$ cat config.mk
export PLATFORM = sky130hd
export DESIGN_NAME = rr_grant_ctrl
export DESIGN_NICKNAME = d
export VERILOG_FILES = /design/src/rtl/rr_grant_ctrl.sv
export SDC_FILE = /design/constraint.sdc
export NUM_CORES = 1
export LEC_CHECK = 0
export CAP_MARGIN = 20
export CORE_ASPECT_RATIO = 1.75
export CORE_UTILIZATION = 25
export CTS_BUF_LIST = sky130_fd_sc_hd__clkbuf_8
export DETAILED_ROUTE_END_ITERATION = 8
export PLACE_DENSITY = 0.43
export SYNTH_ARGS = -nofsm -noshare
export SYNTH_HDL_FRONTEND = slang
export SYNTH_SLANG_ARGS = --single-unit
$ cat constraint.sdc
create_clock -name clk_i -period 5 [get_ports clk_i]
set_input_delay 1.5 -clock clk_i [delete_from_list [all_inputs] [get_ports clk_i]]
set_output_delay 1.5 -clock clk_i [all_outputs]
set_load 0.02 [all_outputs]
$ cat src/rtl/rr_grant_ctrl.sv
// -----------------------------------------------------------------------------
// rr_grant_ctrl
//
// Round-robin grant controller sharing one resource among REQCNT requesters.
// An owner keeps the grant for several cycles until it signals done, drops
// its request, or reaches the MAXHOLD hold limit. Ownership then rotates:
// the next search starts just after the released owner. A one-cycle GAP with
// no grant separates consecutive ownerships.
//
// Ports:
//   clk_i      in  1         clock, rising edge
//   rst_i      in  1         asynchronous active-high reset
//   req_i      in  REQCNT    request vector, bit i = requester i
//   done_i     in  1         current owner finished (used only in GRANT)
//   gnt_o      out REQCNT    one-hot grant, registered
//   gnt_num_o  out REQWIDTH  owner index, registered, 0 when no grant
//   gnt_val_o  out 1         a grant is active, registered
//   timeout_o  out 1         one-cycle pulse in the GAP after a forced release
// -----------------------------------------------------------------------------
module rr_grant_ctrl #(
    parameter int REQCNT    = 5,
    parameter int REQWIDTH  = $clog2(REQCNT),
    parameter int MAXHOLD   = 16,
    parameter int HOLDWIDTH = (MAXHOLD > 1) ? $clog2(MAXHOLD) : 1
) (
    input  logic                clk_i,
    input  logic                rst_i,
    input  logic [REQCNT-1:0]   req_i,
    input  logic                done_i,
    output logic [REQCNT-1:0]   gnt_o,
    output logic [REQWIDTH-1:0] gnt_num_o,
    output logic                gnt_val_o,
    output logic                timeout_o
);

    localparam logic [1:0] ST_IDLE  = 2'd0;
    localparam logic [1:0] ST_GRANT = 2'd1;
    localparam logic [1:0] ST_GAP   = 2'd2;

    localparam logic [REQWIDTH:0]    REQCNT_W  = (REQWIDTH + 1)'(REQCNT);
    localparam logic [HOLDWIDTH-1:0] HOLD_LAST = HOLDWIDTH'(MAXHOLD - 1);

    // Modulo-REQCNT addition; operands are both below REQCNT, so one
    // conditional subtraction is enough even when REQCNT is not a power of two.
    function automatic logic [REQWIDTH-1:0] wrap_add(
        input logic [REQWIDTH-1:0] base,
        input logic [REQWIDTH-1:0] offs
    );
        logic [REQWIDTH:0] sum;
        sum = {1'b0, base} + {1'b0, offs};
        if (sum >= REQCNT_W) begin
            sum = sum - REQCNT_W;
        end else begin
            sum = sum;
        end
        return sum[REQWIDTH-1:0];
    endfunction

    // State and datapath registers
    logic [1:0]           r_state;
    logic [REQWIDTH-1:0]  r_ptr;
    logic [REQWIDTH-1:0]  r_owner;
    logic [HOLDWIDTH-1:0] r_hold_cnt;
    logic [REQCNT-1:0]    r_gnt;
    logic [REQWIDTH-1:0]  r_gnt_num;
    logic                 r_gnt_val;
    logic                 r_timeout;

    // Next-state values
    logic [1:0]           w_state_nxt;
    logic [REQWIDTH-1:0]  w_ptr_nxt;
    logic [REQWIDTH-1:0]  w_owner_nxt;
    logic [HOLDWIDTH-1:0] w_hold_cnt_nxt;
    logic [REQCNT-1:0]    w_gnt_nxt;
    logic [REQWIDTH-1:0]  w_gnt_num_nxt;
    logic                 w_gnt_val_nxt;
    logic                 w_timeout_nxt;

    // Arbitration and release decode
    logic                 w_arb_found;
    logic [REQWIDTH-1:0]  w_arb_idx;
    logic [REQWIDTH-1:0]  w_scan_idx;
    logic                 w_release_normal;
    logic                 w_release_force;

    // Rotating priority search: first set request at or after r_ptr wins.
    always_comb begin
        w_arb_found = 1'b0;
        w_arb_idx   = {REQWIDTH{1'b0}};
        w_scan_idx  = {REQWIDTH{1'b0}};
        for (int i = 0; i < REQCNT; i++) begin
            w_scan_idx = wrap_add(r_ptr, REQWIDTH'(i));
            if (!w_arb_found && req_i[w_scan_idx]) begin
                w_arb_found = 1'b1;
                w_arb_idx   = w_scan_idx;
            end else begin
                w_arb_found = w_arb_found;
                w_arb_idx   = w_arb_idx;
            end
        end
    end

    // Release decode; done and withdraw outrank the hold limit, so a
    // coincident limit never produces a timeout pulse.
    always_comb begin
        w_release_normal = done_i | ~req_i[r_owner];
        w_release_force  = ~w_release_normal & (r_hold_cnt == HOLD_LAST);
    end

    // Next-state and next-output logic for the IDLE / GRANT / GAP machine.
    always_comb begin
        w_state_nxt    = r_state;
        w_ptr_nxt      = r_ptr;
        w_owner_nxt    = r_owner;
        w_hold_cnt_nxt = r_hold_cnt;
        w_gnt_nxt      = r_gnt;
        w_gnt_num_nxt  = r_gnt_num;
        w_gnt_val_nxt  = r_gnt_val;
        w_timeout_nxt  = 1'b0;
        case (r_state)
            ST_IDLE, ST_GAP: begin
                if (w_arb_found) begin
                    w_state_nxt    = ST_GRANT;
                    w_owner_nxt    = w_arb_idx;
                    w_hold_cnt_nxt = {HOLDWIDTH{1'b0}};
                    w_gnt_nxt      = REQCNT'(1) << w_arb_idx;
                    w_gnt_num_nxt  = w_arb_idx;
                    w_gnt_val_nxt  = 1'b1;
                end else begin
                    w_state_nxt   = ST_IDLE;
                    w_gnt_nxt     = {REQCNT{1'b0}};
                    w_gnt_num_nxt = {REQWIDTH{1'b0}};
                    w_gnt_val_nxt = 1'b0;
                end
            end
            ST_GRANT: begin
                if (w_release_normal || w_release_force) begin
                    w_state_nxt   = ST_GAP;
                    // The released owner becomes the last one searched.
                    w_ptr_nxt     = wrap_add(r_owner, REQWIDTH'(1));
                    w_gnt_nxt     = {REQCNT{1'b0}};
                    w_gnt_num_nxt = {REQWIDTH{1'b0}};
                    w_gnt_val_nxt = 1'b0;
                    w_timeout_nxt = w_release_force;
                end else begin
                    w_hold_cnt_nxt = r_hold_cnt + HOLDWIDTH'(1);
                end
            end
            default: begin
                w_state_nxt    = ST_IDLE;
                w_ptr_nxt      = {REQWIDTH{1'b0}};
                w_owner_nxt    = {REQWIDTH{1'b0}};
                w_hold_cnt_nxt = {HOLDWIDTH{1'b0}};
                w_gnt_nxt      = {REQCNT{1'b0}};
                w_gnt_num_nxt  = {REQWIDTH{1'b0}};
                w_gnt_val_nxt  = 1'b0;
            end
        endcase
    end

    // State and registered outputs; reset clears grants without a clock.
    always_ff @(posedge clk_i or posedge rst_i) begin
        if (rst_i) begin
            r_state    <= ST_IDLE;
            r_ptr      <= {REQWIDTH{1'b0}};
            r_owner    <= {REQWIDTH{1'b0}};
            r_hold_cnt <= {HOLDWIDTH{1'b0}};
            r_gnt      <= {REQCNT{1'b0}};
            r_gnt_num  <= {REQWIDTH{1'b0}};
            r_gnt_val  <= 1'b0;
            r_timeout  <= 1'b0;
        end else begin
            r_state    <= w_state_nxt;
            r_ptr      <= w_ptr_nxt;
            r_owner    <= w_owner_nxt;
            r_hold_cnt <= w_hold_cnt_nxt;
            r_gnt      <= w_gnt_nxt;
            r_gnt_num  <= w_gnt_num_nxt;
            r_gnt_val  <= w_gnt_val_nxt;
            r_timeout  <= w_timeout_nxt;
        end
    end

    assign gnt_o     = r_gnt;
    assign gnt_num_o = r_gnt_num;
    assign gnt_val_o = r_gnt_val;
    assign timeout_o = r_timeout;

endmodule

==> qor.txt <==
status: finished clean
fp util: 25.93%
yosys warning tally: 0
Compound Share, Synth: 26.41%
most common logic cells in the final layout: 37 x nand2_1, 21 x dfrtp_1, 19 x o21ai_0
final worst setup slack: 683.1 ps
most used routing layer: met2
Mapped Area: 2156 um2
Tmin final: 4317 ps
reg2reg start: r_ptr[0]$_DFFE_PP0P_
register area share after synthesis: 24.38%
Min-Delay Path Class: reg2reg
pwr dens: 798.8 nW/um2
H-tree levels: 1
Sw Ratio: 52.69%
crit path from: req_i[0]
CTS tree: built
Reg2Reg Setup Slack: 1170 ps
Top cells by area: dfrtp_1 24%, nand2_1 6.4%, ha_1 6.4%
Post-CTS Resized: 0
DIE HEIGHT: 124.8 um
XOR/XNOR share of the synthesized area: 2.438%
pre-CTS WS: 395.1 ps
drt initial violations: 113
final layout net count: 295
clock network power share: 5.7%
first-pass GRT wire length: 10470 um
TritonCTS Buffers: 3
vias in the first global route: 2027
Clock transition at path regs: 80 ps
unrepaired setup endpoints after global routing: no
Top-area cell share: 24.38%
Root Buffer Master: clkbuf_8
Yosys Chip Area: 2156 um2
Worst Skew: 4.325 ps
combinational power: 1590 uW
Final Max Tran Viols: 0
Int Pwr: 942.4 uW
design area: 2494 um2
post-DP HPWL: 5064 um
path type of the worst setup path: in2reg
crit end category: register
Vias/cell: 5.144
met3 Usage GRT: 0.9709%
Setup-failing EPs final: 0
initial antenna violation count: 0
Pre-Repair DR Iteration Count: 4
Area Growth Syn to Fin: 15.67%
share of layout cells above drive strength 1: 9.489%
setup bufs post-CTS: 0
Final Power: 1992 uW
area leader, netlist: dfrtp_1
Worst Path Max Fanout: 10
GRT Total Usage: 14.95%
Cell Type Count: 60
power share of the sequential group: 14.7%
vias: 2001
port buffer count: 17
Remaining Overflow, GRT: 0
slew margin rel.: 45.85%
combinational share of power: 79.7%
CP Cell Sequence: clkdlybuf4s50_1 -> mux4_2 -> nor2_1 -> a311o_1 -> o31ai_1 -> nor4_4 -> and2_1 -> nor2_1 -> a221oi_1 -> o21ai_0
DR DRC count: 0
most used cell, CP: nor2_1
main logic family after synthesis: AND-OR/OR-AND gates
Post-Syn Nets: 281
post-synthesis instance total: 261
Inserted Diodes: 0
Worst EP arrival: 4450 ps
TritonCTS Sinks: 21
Top cell excl fill/tap: nand2_1
Worst IR Drop VDD: 0.0002937 V
Critical Path Source Type: input port
Post-DRT Antenna Nets: 0
## final timing paths
check / to / cells after the start
setup / recovery: gnt_o[3]$_DFFE_PP0P_ / 10
hold / removal: r_ptr[1]$_DFFE_PP0P_ / 1
setup reg to reg: r_hold_cnt[2]$_DFFE_PP0P_ / 10
hold reg to reg: r_ptr[1]$_DFFE_PP0P_ / 1
max in group asynchronous: r_hold_cnt[3]$_DFFE_PP0P_ / 2
min in group asynchronous: gnt_o[2]$_DFFE_PP0P_ / 2
## sequential cells by signal, summed over array words and instances, names as in the netlist
signal,count
r_ptr,3
gnt_o,5
gnt_num_o,3
r_state,2
r_owner,3
r_hold_cnt,4
timeout_o,1
## worst reg2reg max path: cells and delay by family, from the launching register on
kind,cells,cell delay [ps]
flip-flops,1,400
buffers and inverters,1,380
AND-OR/OR-AND,3,1160
AND/OR/NAND/NOR,3,660
adder cells (fa/ha/maj),2,600
multiplexers,1,570
## Yosys cell counts (all sizes together) (6+ instances only)
master	count
o21ai	21
nand2	37
nor2	15
nand2b	6
ha	11
nor2b	9
buf	8
inv	11
nand3	6
a21oi	18
dfrtp	21
mux2i	7
nor3	6
## through the flow
step | cells | hold WS (ps)
after global placement | 385 | 456.8
after floorplan | 261 | 422.6
after CTS | 389 | 457.8
after detailed placement | 385 | 453.1
final | 389 | 451.3
after global routing | 389 | 487.0
## layout make-up
class	count	area, um2	share of cell area, %
sequential	21	525.5	21.07
clock inverter	1	5.005	0.2007
tap	115	143.9	5.770
inverter	11	41.29	1.656
multi-input combinational	217	1536	61.62
timing repair buffer	21	200.2	8.028
clock buffer	3	41.29	1.656
## metal layers
metal	wire, um	vias to the layer above	share of wire [%]
li1	-	993	-
met1	2525	952	40
met2	3360	39	54
met3	109	17	1.7
met4	264	0	4.2
met5	0	-	0
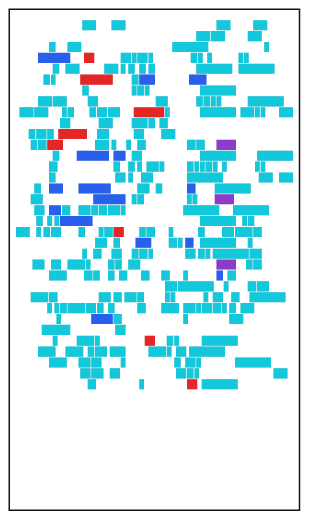
**Above:** cells by drive strength.
Scale: 4 px per um.
- drive 2: blue (cells 15; share 5.5%; most used mux4_2)
- drive 6 and up: purple (cells 3; share 1.1%; most used clkbuf_8)
- drive 3 to 4: red (cells 8; share 2.9%; most used buf_4)
- drive 1 or less: cyan (cells 248; share 91%; most used nand2_1)

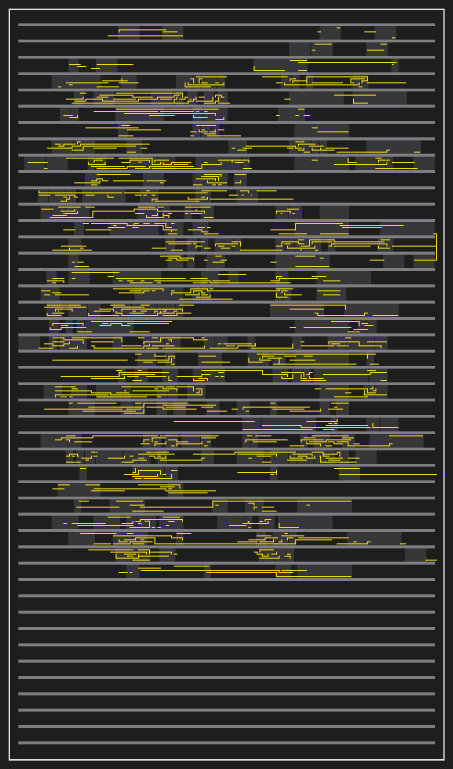
**Above:** signal wires on met1.
Scale: 6 px per um. Supply wires on this layer in grey.
- wire length on this layer: 2530 um
- nets with wire on the layer: 268
- longest straight run: 23.5 um
- main direction: horizontal

No activity file was given, so power comes from the tool's default toggle rates.
